<file path="src/rtl/mem_arb_ctrl.sv">
// mem_arb_ctrl: arbitrates an instruction-fetch port and a data load/store
// port onto a single byte-wide RAM/IO bus.
//
// Ports:
//   clk, rst       clock; synchronous active-high reset
//   rdy            global enable, low freezes all state and blocks writes
//   if_req/if_addr/if_flush -> if_done/if_data   fetch port (DATA_W/8 bytes)
//   d_req/d_we/d_size/d_signed/d_addr/d_wdata -> d_done/d_rdata   data port
//   mem_din        read byte for the address driven in the previous cycle
//   mem_dout/mem_a/mem_wr   byte bus towards RAM/IO
//   io_buffer_full IO write FIFO full, stalls writes into IO space only
//   dbg_state      current FSM state (IDLE=0, READ=1, WRITE=2, FIN=3)
//
// Handshake: a requester raises req (with its fields stable) and holds it
// until the matching one-cycle done pulse, then drops req at the next edge.
// The FIN state sits between done and the next grant, so a req still high
// in the done cycle is never granted a second time. A fetch may also be
// withdrawn with if_flush, which never produces a done pulse.
module mem_arb_ctrl #(
  parameter int ADDR_W = 32,
  parameter int DATA_W = 32,
  parameter logic [ADDR_W-1:0] IO_BASE = ADDR_W'(32'h0003_0000)
) (
  input  logic              clk,
  input  logic              rst,
  input  logic              rdy,
  input  logic              if_req,
  input  logic [ADDR_W-1:0] if_addr,
  input  logic              if_flush,
  output logic              if_done,
  output logic [DATA_W-1:0] if_data,
  input  logic              d_req,
  input  logic              d_we,
  input  logic [1:0]        d_size,
  input  logic              d_signed,
  input  logic [ADDR_W-1:0] d_addr,
  input  logic [DATA_W-1:0] d_wdata,
  output logic              d_done,
  output logic [DATA_W-1:0] d_rdata,
  input  logic [7:0]        mem_din,
  output logic [7:0]        mem_dout,
  output logic [ADDR_W-1:0] mem_a,
  output logic              mem_wr,
  input  logic              io_buffer_full,
  output logic [1:0]        dbg_state
);

  localparam int NB = DATA_W / 8;

  typedef enum logic [1:0] {IDLE = 2'd0, READ = 2'd1, WRITE = 2'd2, FIN = 2'd3} state_t;

  state_t            state;
  logic [3:0]        idx;       // bytes issued (READ) / byte being written (WRITE)
  logic [3:0]        nbytes;
  logic              is_fetch;
  logic              is_write;
  logic              sgn;
  logic [ADDR_W-1:0] base;
  logic [ADDR_W-1:0] addr_q;    // last address issued while rdy was high
  logic [DATA_W-1:0] buf_q;     // byte lanes collected during READ
  logic [DATA_W-1:0] if_data_q;
  logic [DATA_W-1:0] d_rdata_q;

  logic              grant_d, grant_f, flushing;
  logic [3:0]        n_d;
  logic [ADDR_W-1:0] cur_addr;
  logic              issue_rd, issue_wr, wr_ok;
  logic [7:0]        wbyte;
  logic              top_bit;
  logic [DATA_W-1:0] ext;

  assign grant_d  = (state == IDLE) && d_req;
  assign grant_f  = (state == IDLE) && !d_req && if_req && !if_flush;
  assign n_d      = 4'd1 << d_size;
  assign flushing = (state == READ) && is_fetch && if_flush;

  always_comb begin
    cur_addr = base + ADDR_W'(idx);
    if (state == IDLE) cur_addr = grant_d ? d_addr : if_addr;
    // A flushed fetch issues nothing, so no IO byte is read speculatively.
    issue_rd = grant_f || (grant_d && !d_we) ||
               ((state == READ) && (idx < nbytes) && !flushing);
    issue_wr = (grant_d && d_we) || (state == WRITE);
    wr_ok    = issue_wr && !(io_buffer_full && (cur_addr >= IO_BASE));
    // idx is 0 in IDLE, so the grant cycle drives byte 0.
    wbyte = 8'h00;
    for (int i = 0; i < NB; i++)
      if (idx == 4'(i)) wbyte = d_wdata[i*8 +: 8];
  end

  // Load extension: lanes at or above nbytes take the fill bit.
  always_comb begin
    top_bit = 1'b0;
    for (int i = 0; i < NB; i++)
      if (nbytes == 4'(i + 1)) top_bit = buf_q[i*8 + 7];
    ext = '0;
    for (int i = 0; i < NB; i++)
      ext[i*8 +: 8] = (4'(i) < nbytes) ? buf_q[i*8 +: 8] : {8{sgn & top_bit}};
  end

  // While rdy is low mem_a replays the last issued address so mem_din keeps
  // presenting the byte still waiting to be captured.
  assign mem_a     = rst ? '0 : (rdy && (issue_rd || issue_wr)) ? cur_addr : addr_q;
  assign mem_wr    = !rst && rdy && wr_ok;
  assign mem_dout  = (rst || !issue_wr) ? 8'h00 : wbyte;
  assign if_done   = !rst && rdy && (state == FIN) && is_fetch && !if_flush;
  assign d_done    = !rst && rdy && (state == FIN) && !is_fetch;
  assign if_data   = if_done ? buf_q : if_data_q;
  assign d_rdata   = (d_done && !is_write) ? ext : d_rdata_q;
  assign dbg_state = state;

  always_ff @(posedge clk) begin
    if (rst) begin
      state     <= IDLE;
      idx       <= '0;
      nbytes    <= '0;
      is_fetch  <= 1'b0;
      is_write  <= 1'b0;
      sgn       <= 1'b0;
      base      <= '0;
      addr_q    <= '0;
      buf_q     <= '0;
      if_data_q <= '0;
      d_rdata_q <= '0;
    end else if (rdy) begin
      if (issue_rd || issue_wr) addr_q <= cur_addr;
      case (state)
        IDLE: begin
          if (grant_d || grant_f) begin
            base     <= cur_addr;
            is_fetch <= grant_f;
            is_write <= grant_d && d_we;
            sgn      <= d_signed;
            nbytes   <= grant_d ? n_d : 4'(NB);
            if (grant_d && d_we) begin
              if (wr_ok) begin
                idx   <= 4'd1;
                state <= (n_d == 4'd1) ? FIN : WRITE;
              end else begin
                state <= WRITE;
              end
            end else begin
              idx   <= 4'd1;
              state <= READ;
            end
          end
        end
        READ: begin
          if (flushing) begin
            state <= IDLE;
            idx   <= '0;
          end else begin
            // Byte issued one cycle ago (lane idx-1) is on mem_din now.
            for (int i = 0; i < NB; i++)
              if (idx == 4'(i + 1)) buf_q[i*8 +: 8] <= mem_din;
            if (idx == nbytes) state <= FIN;
            else               idx   <= idx + 4'd1;
          end
        end
        WRITE: begin
          if (wr_ok) begin
            if (idx == nbytes - 4'd1) state <= FIN;
            idx <= idx + 4'd1;
          end
        end
        FIN: begin
          state <= IDLE;
          idx   <= '0;
          if (if_done) if_data_q <= buf_q;
          if (d_done && !is_write) d_rdata_q <= ext;
        end
        default: state <= IDLE;
      endcase
    end
  end

endmodule

</file>
<file path="config.mk">
export PLATFORM = sky130hd
export DESIGN_NAME = mem_arb_ctrl
export DESIGN_NICKNAME = d
export VERILOG_FILES = /design/src/rtl/mem_arb_ctrl.sv
export SDC_FILE = /design/constraint.sdc
export NUM_CORES = 1
export LEC_CHECK = 0
export CAP_MARGIN = 20
export CORE_AREA = 2 2 134 136
export CTS_CLUSTER_DIAMETER = 120
export DETAILED_ROUTE_END_ITERATION = 12
export DIE_AREA = 0 0 136 138
export PLACE_DENSITY_LB_ADDON = 0.25
export SETUP_SLACK_MARGIN = 0.1
export SYNTH_ARGS = -nofsm -noshare
export SYNTH_HDL_FRONTEND = slang
export SYNTH_SLANG_ARGS = --single-unit
</file>
<file path="constraint.sdc">
create_clock -name clk -period 5.5 [get_ports clk]
set_input_delay 0.825 -clock clk [delete_from_list [all_inputs] [get_ports clk]]
set_output_delay 0.825 -clock clk [all_outputs]
set_load 0.02 [all_outputs]
</file>
Figure 1. Signal metal coverage by tile.
The die is cut into 27 by 28 equal tiles; black is low, pale yellow is high, scaled to the fullest tile. Values are wire area over tile area, all layers added.
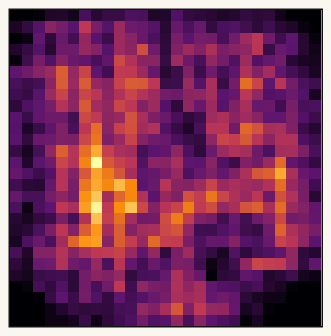
emptiest ninth of the die: lower right
fullest tile: 0.75
nearly empty tiles: 4.9%

Figure 2. Cell outlines without signal wires.
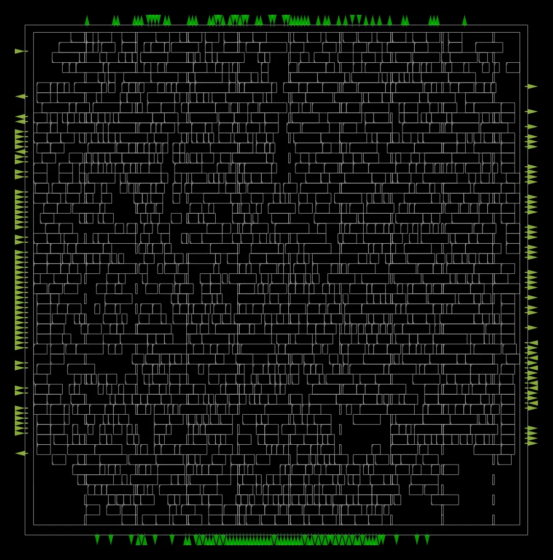
utilization after layout: 68.6%
area of the core: 17500 µm²
number of sequential cells: 173

Figure 3. Zoomed window.
Scale bar: 10 µm. Window x 56 to 81, y 29 to 54 µm. Cells in grey, sequential cells in the stronger grey; small squares are vias.
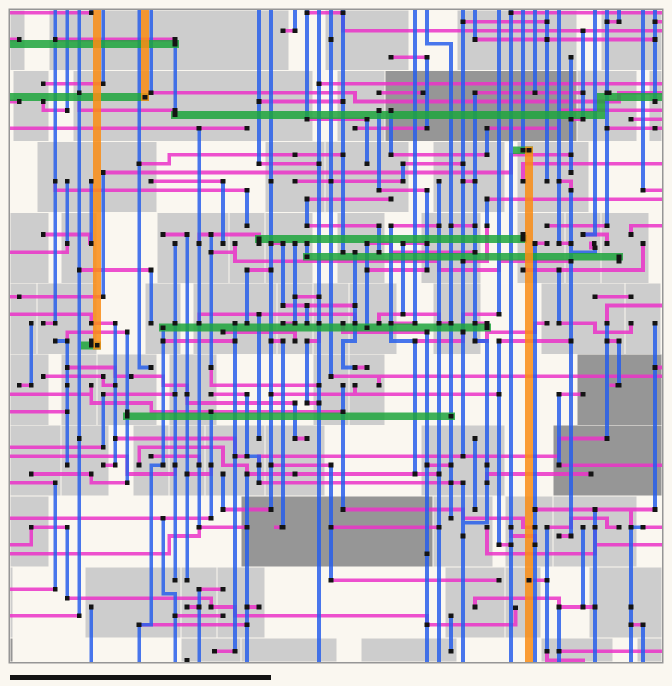
legend:
  orange:
    layer: M4
  green:
    layer: M3
  blue:
    layer: M2
  magenta:
    layer: M1
cells with their middle in the window: 56
most frequent: nor2_1 (9), a21oi_1 (5), nand2_1 (5)
sequential cells in the window: 3

Figure 4. Routed clock nets over the placement.
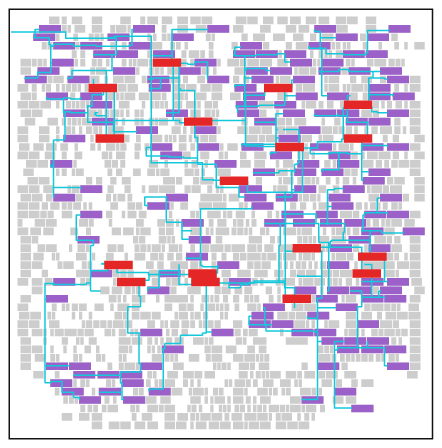
legend:
  purple:
    item: flip-flops
    count: 173
  cyan:
    item: clock wires
    length: 2100 µm
  red:
    item: clock-net drivers
    count: 17
flops lie: widely spread
routed clock nets: 18

Figure 5. Selected gate families.
Scale bar: 50 µm.
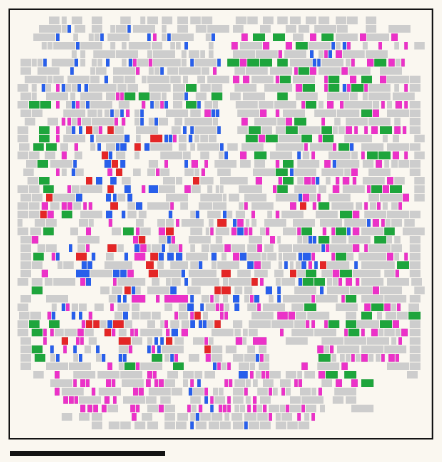
legend:
  red:
    family: and/or cells
    cells: 39
    most_used: and3_1
  blue:
    family: nand cells
    cells: 167
    most_used: nand2_1
  magenta:
    family: nor cells
    cells: 306
    most_used: nor2_1
    where: widely spread
  green:
    family: mux cells
    cells: 91
    most_used: mux2i_1
    where: widely spread

==> notes.md <==
Notes on the physical implementation.

- The critical path data required time is 4.68 ns, for reference.
- The sequential-cell power consumption is 1.37 mW, for reference.
- The leakage power summed over all cells is 4.65 nW, for reference.
- The portion of the layout cell area used by non-clock buffers is 19.5%, for reference.
- The pre-placement core utilization is approximately 52%, for reference.
- The cell-internal power is 2.31 mW, for reference.
- The most instantiated library cell after synthesis is sky130_fd_sc_hd__nor2_1, for reference.
- The transition time recorded at the tightest slew-check pin is 0.860 ns.
- The endpoint class of the critical path is an output port, for reference.
- Setup repair after global routing left no endpoint under its margin.
- Clock-pin slew was measured on the worst setup and hold paths at 0.07 ns.
- The most critical setup path has its startpoint at idx[0]$_SDFFE_PP0P_.
- The number of OpenROAD warnings is 32, for reference.
- By count the netlist is led by sky130_fd_sc_hd__nor2_1 (190), sky130_fd_sc_hd__dfxtp_1 (173), sky130_fd_sc_hd__a21oi_1 (128), sky130_fd_sc_hd__nand2_1 (126), sky130_fd_sc_hd__nor2b_1 (76).
- Counting flops with a built-in enable in the synthesized netlist gives 0.
- After the first detailed-routing iteration, the DRC count stood at 641.
- When the netlist entered floorplanning its net count stood at roughly 1300.
- In this run the count of I/O pins placed on the die edge is 224.
- Synthesis produced 1154 cells.
- The max-slew check reports its worst relative slack as between 40% and 50%.
- Subtracting the final worst setup slack from the clock period gives 5.14 ns.
- The top cell type by area accounts for about 38% of the synthesized area.
- The count of endpoints failing hold in the final timing report is 0, for reference.
- The placed wire-length estimate is between 15000 and 20000 µm, for reference.
- Along the critical path, the tally of buffer and inverter instances is 2.
- Final hold analysis gives a worst-case slack of 0.461 ns.
- Ranked by total cell area, the synthesized netlist is headed by sky130_fd_sc_hd__dfxtp_1 (38%), sky130_fd_sc_hd__nor2_1 (7.8%), sky130_fd_sc_hd__a21oi_1 (7.0%).
- The initial antenna violation count is 0, for reference.
- Across the placement rows, the number of tap cells is 229.
- The final routed wirelength across all metal layers is 26900 µm, for reference.
- Counting pins that exceed their max-slew limit in the final report gives 0.
- The detail-routed via count per cell is 5.64, for reference.
- The diode insertion count for antenna repair is 0, for reference.
- The mux cell area share after synthesis is 10.4%, for reference.
- The count of inverters not on the clock network in the layout is 12, for reference.
- The setup path with the least slack is of type flop to output port.
- The most used flip-flop cell after synthesis is sky130_fd_sc_hd__dfxtp_1, for reference.
- The multi-input combinational gate total is between 800 and 900, for reference.
- The switching component of the power was reported as 1.10 mW.
- Counting distinct cell types in the post-synthesis netlist gives roughly 73.
- The wire length of the first global-routing pass is 42600 µm, for reference.
- According to the floorplan report, the total die area is around 19000 µm².
- Per the layout area report, the register area comes to roughly 3500 µm².
- The number of clock buffers added by TritonCTS is 17.
- The via count is 8859, for reference.
- In the layout the commonest cells are sky130_fd_sc_hd__clkdlybuf4s50_1 (221), sky130_fd_sc_hd__nor2_1 (189), sky130_fd_sc_hd__dfxtp_1 (172).
- In this run the clock root is driven by a sky130_fd_sc_hd__clkbuf_16.
- At the end of routability-driven placement, the weighted congestion stood at 0.958.
- The proportion of layout cells with a drive suffix above 1 is 8.12%, for reference.
- Counting flops and latches in the post-synthesis netlist gives 173.
- The cell type with the highest aggregate area in the netlist is sky130_fd_sc_hd__dfxtp_1, for reference.
- STA classifies the critical path startpoint as a flop.
- Combinational logic is responsible for 23.6% of the overall power.
- Yosys printed 0 warnings.
- The script computed the net switching share of total power as 32.2%.
- The design draws 3.41 mW.
- The number of global-route vias before repair was 8204.
- By instance count after routing, the leading logic cell type is sky130_fd_sc_hd__clkdlybuf4s50_1.
- The count of clock tree sinks is 173, for reference.
- The report lists the cells along the critical path as ha_1 > inv_1 > fa_1 > nor2b_1 > o221ai_2 > o311a_1 > a211oi_1 > o311ai_0 > nor4_2 > nand2_1 > nand2_1 > and3_1 > clkdlybuf4s50_1.
- In this run the horizontal extent of the chip is 136 µm.
- The relative area change from synthesis to final layout is 31.2%, for reference.
- Per the Yosys statistics, synthesis produced 1154 cells.
- The launch point of the worst reg-to-reg path is idx[0]$_SDFFE_PP0P_, for reference.
- The synthesized area per cell is 7.94 µm², for reference.
- The clock arrives with 0.0101 ns of skew.
- The post-synthesis async set-or-reset flop share is 0%, for reference.
- The clock latency on the worst-skew pair is approximately 0.44 ns, for reference.
- The chip height is 138 µm, for reference.
- The highest clock frequency the design can meet is 0.194 GHz, for reference.
- The post-route setup TNS is 0 ns, for reference.
- The number of placed instances, taps included, is 1539.
- Summing every instance area after synthesis gives 9160 µm².
- The non-clock buffer total of the final layout is 237, for reference.
- The cell repeated most along the worst path is sky130_fd_sc_hd__nand2_1, for reference.
- Counting the clock-network buffers in the layout gives 19.
- The clock network takes up 4.99% of total cell area after layout.
- The cell-mix breakdown from Yosys lists the adder-cell area share as 2.40%.
- The DRC violation count after routing is 0, for reference.
- The highest ir drop seen on vdd is around 0.21 mV, for reference.
- The hold-fix buffer count after cts is 0, for reference.
- The stat command in Yosys gives a chip area of 9160 µm².
- The run finished with clean final reports.
- The count of cells resized by post-cts repair is 0, for reference.
- In the global route stage, overall resource usage came out at 28.5%.
- Along the worst path, the maximum fanout reaches 8.
- Dividing the detail-routed wire length by the instance count gives 17.1 µm.
- The power in the clock group is 1.23 mW, for reference.
- The family of cells with the greatest summed delay on the critical path is AND-OR/OR-AND gates, for reference.
- Recorded from the global router log, the overflow total was 0.
- During placement, the flow inserted port buffers numbering 223.
- The clock tree from TritonCTS is built, for reference.
- Row generation in the floorplan step produced 49 rows.
- According to the report, the first pass of detailed routing completed in 5 iterations.
- The clock share of power is 36.0%, for reference.
- The biggest slice of the total power is consumed by registers.
- The arrival time at the worst endpoint is 4.32 ns, for reference.
- The detail route stage leaves a number of antenna-violating nets equal to 0.
- The number of buffers inserted by post-CTS setup repair is 0, for reference.
- For this run, the post-layout net count is around 1500.
- The total area of multi-input combinational cells is 5280 µm², for reference.
- Of the total standard cell area in the layout, the multi-input combinational portion is 43.9%.
- Max-cap violations in this run came to 0.
- The fraction of the cycle the final worst path needs is 93.5%, for reference.
- The cell group occupying the most layout area is multi-input combinational cells, for reference.
- The power per cell area is around 280 nW/µm², for reference.
- The start point of the worst min-delay path is base[0]$_SDFFE_PP0P_, for reference.
- Entering global routing, the biggest net connects 89 pins.
- Per the finish-stage timing summary, setup violations number 0.
- Of the combinational cells, the family taking the most area is simple AND/OR/NAND/NOR gates.
- The highest-delay cell along the critical path is sky130_fd_sc_hd__clkdlybuf4s50_1, for reference.
## per-stage QoR
stage / setup WS [ns] / utilization [%] / area (µm²)
after floorplan: 1.52 / - / 9160
after detailed placement: 0.744 / 65.1 / 11400
final: 0.355 / 68.6 / 12000
after CTS: 0.270 / 68.5 / 12000
after global placement: 0.801 / 65.1 / 11400
after global routing: 0.108 / 68.6 / 12000
## worst paths after layout
kind | cells after the start | end | slack, ns
max | 13 | mem_wr | 0.36
min | 2 | base[0]$_SDFFE_PP0P_ | 0.46
min reg2reg | 2 | base[0]$_SDFFE_PP0P_ | 0.46
max reg2reg | 12 | idx[1]$_SDFFE_PP0P_ | 1.72
## metal layers
metal  global-route usage (%)  routed length, µm
met1                     35.1              10900
met2                     49.6              13600
met3                     4.80               1530
met4                     10.1                826
met5                        0                  0
No activity file was given, so power comes from the tool's default toggle rates.
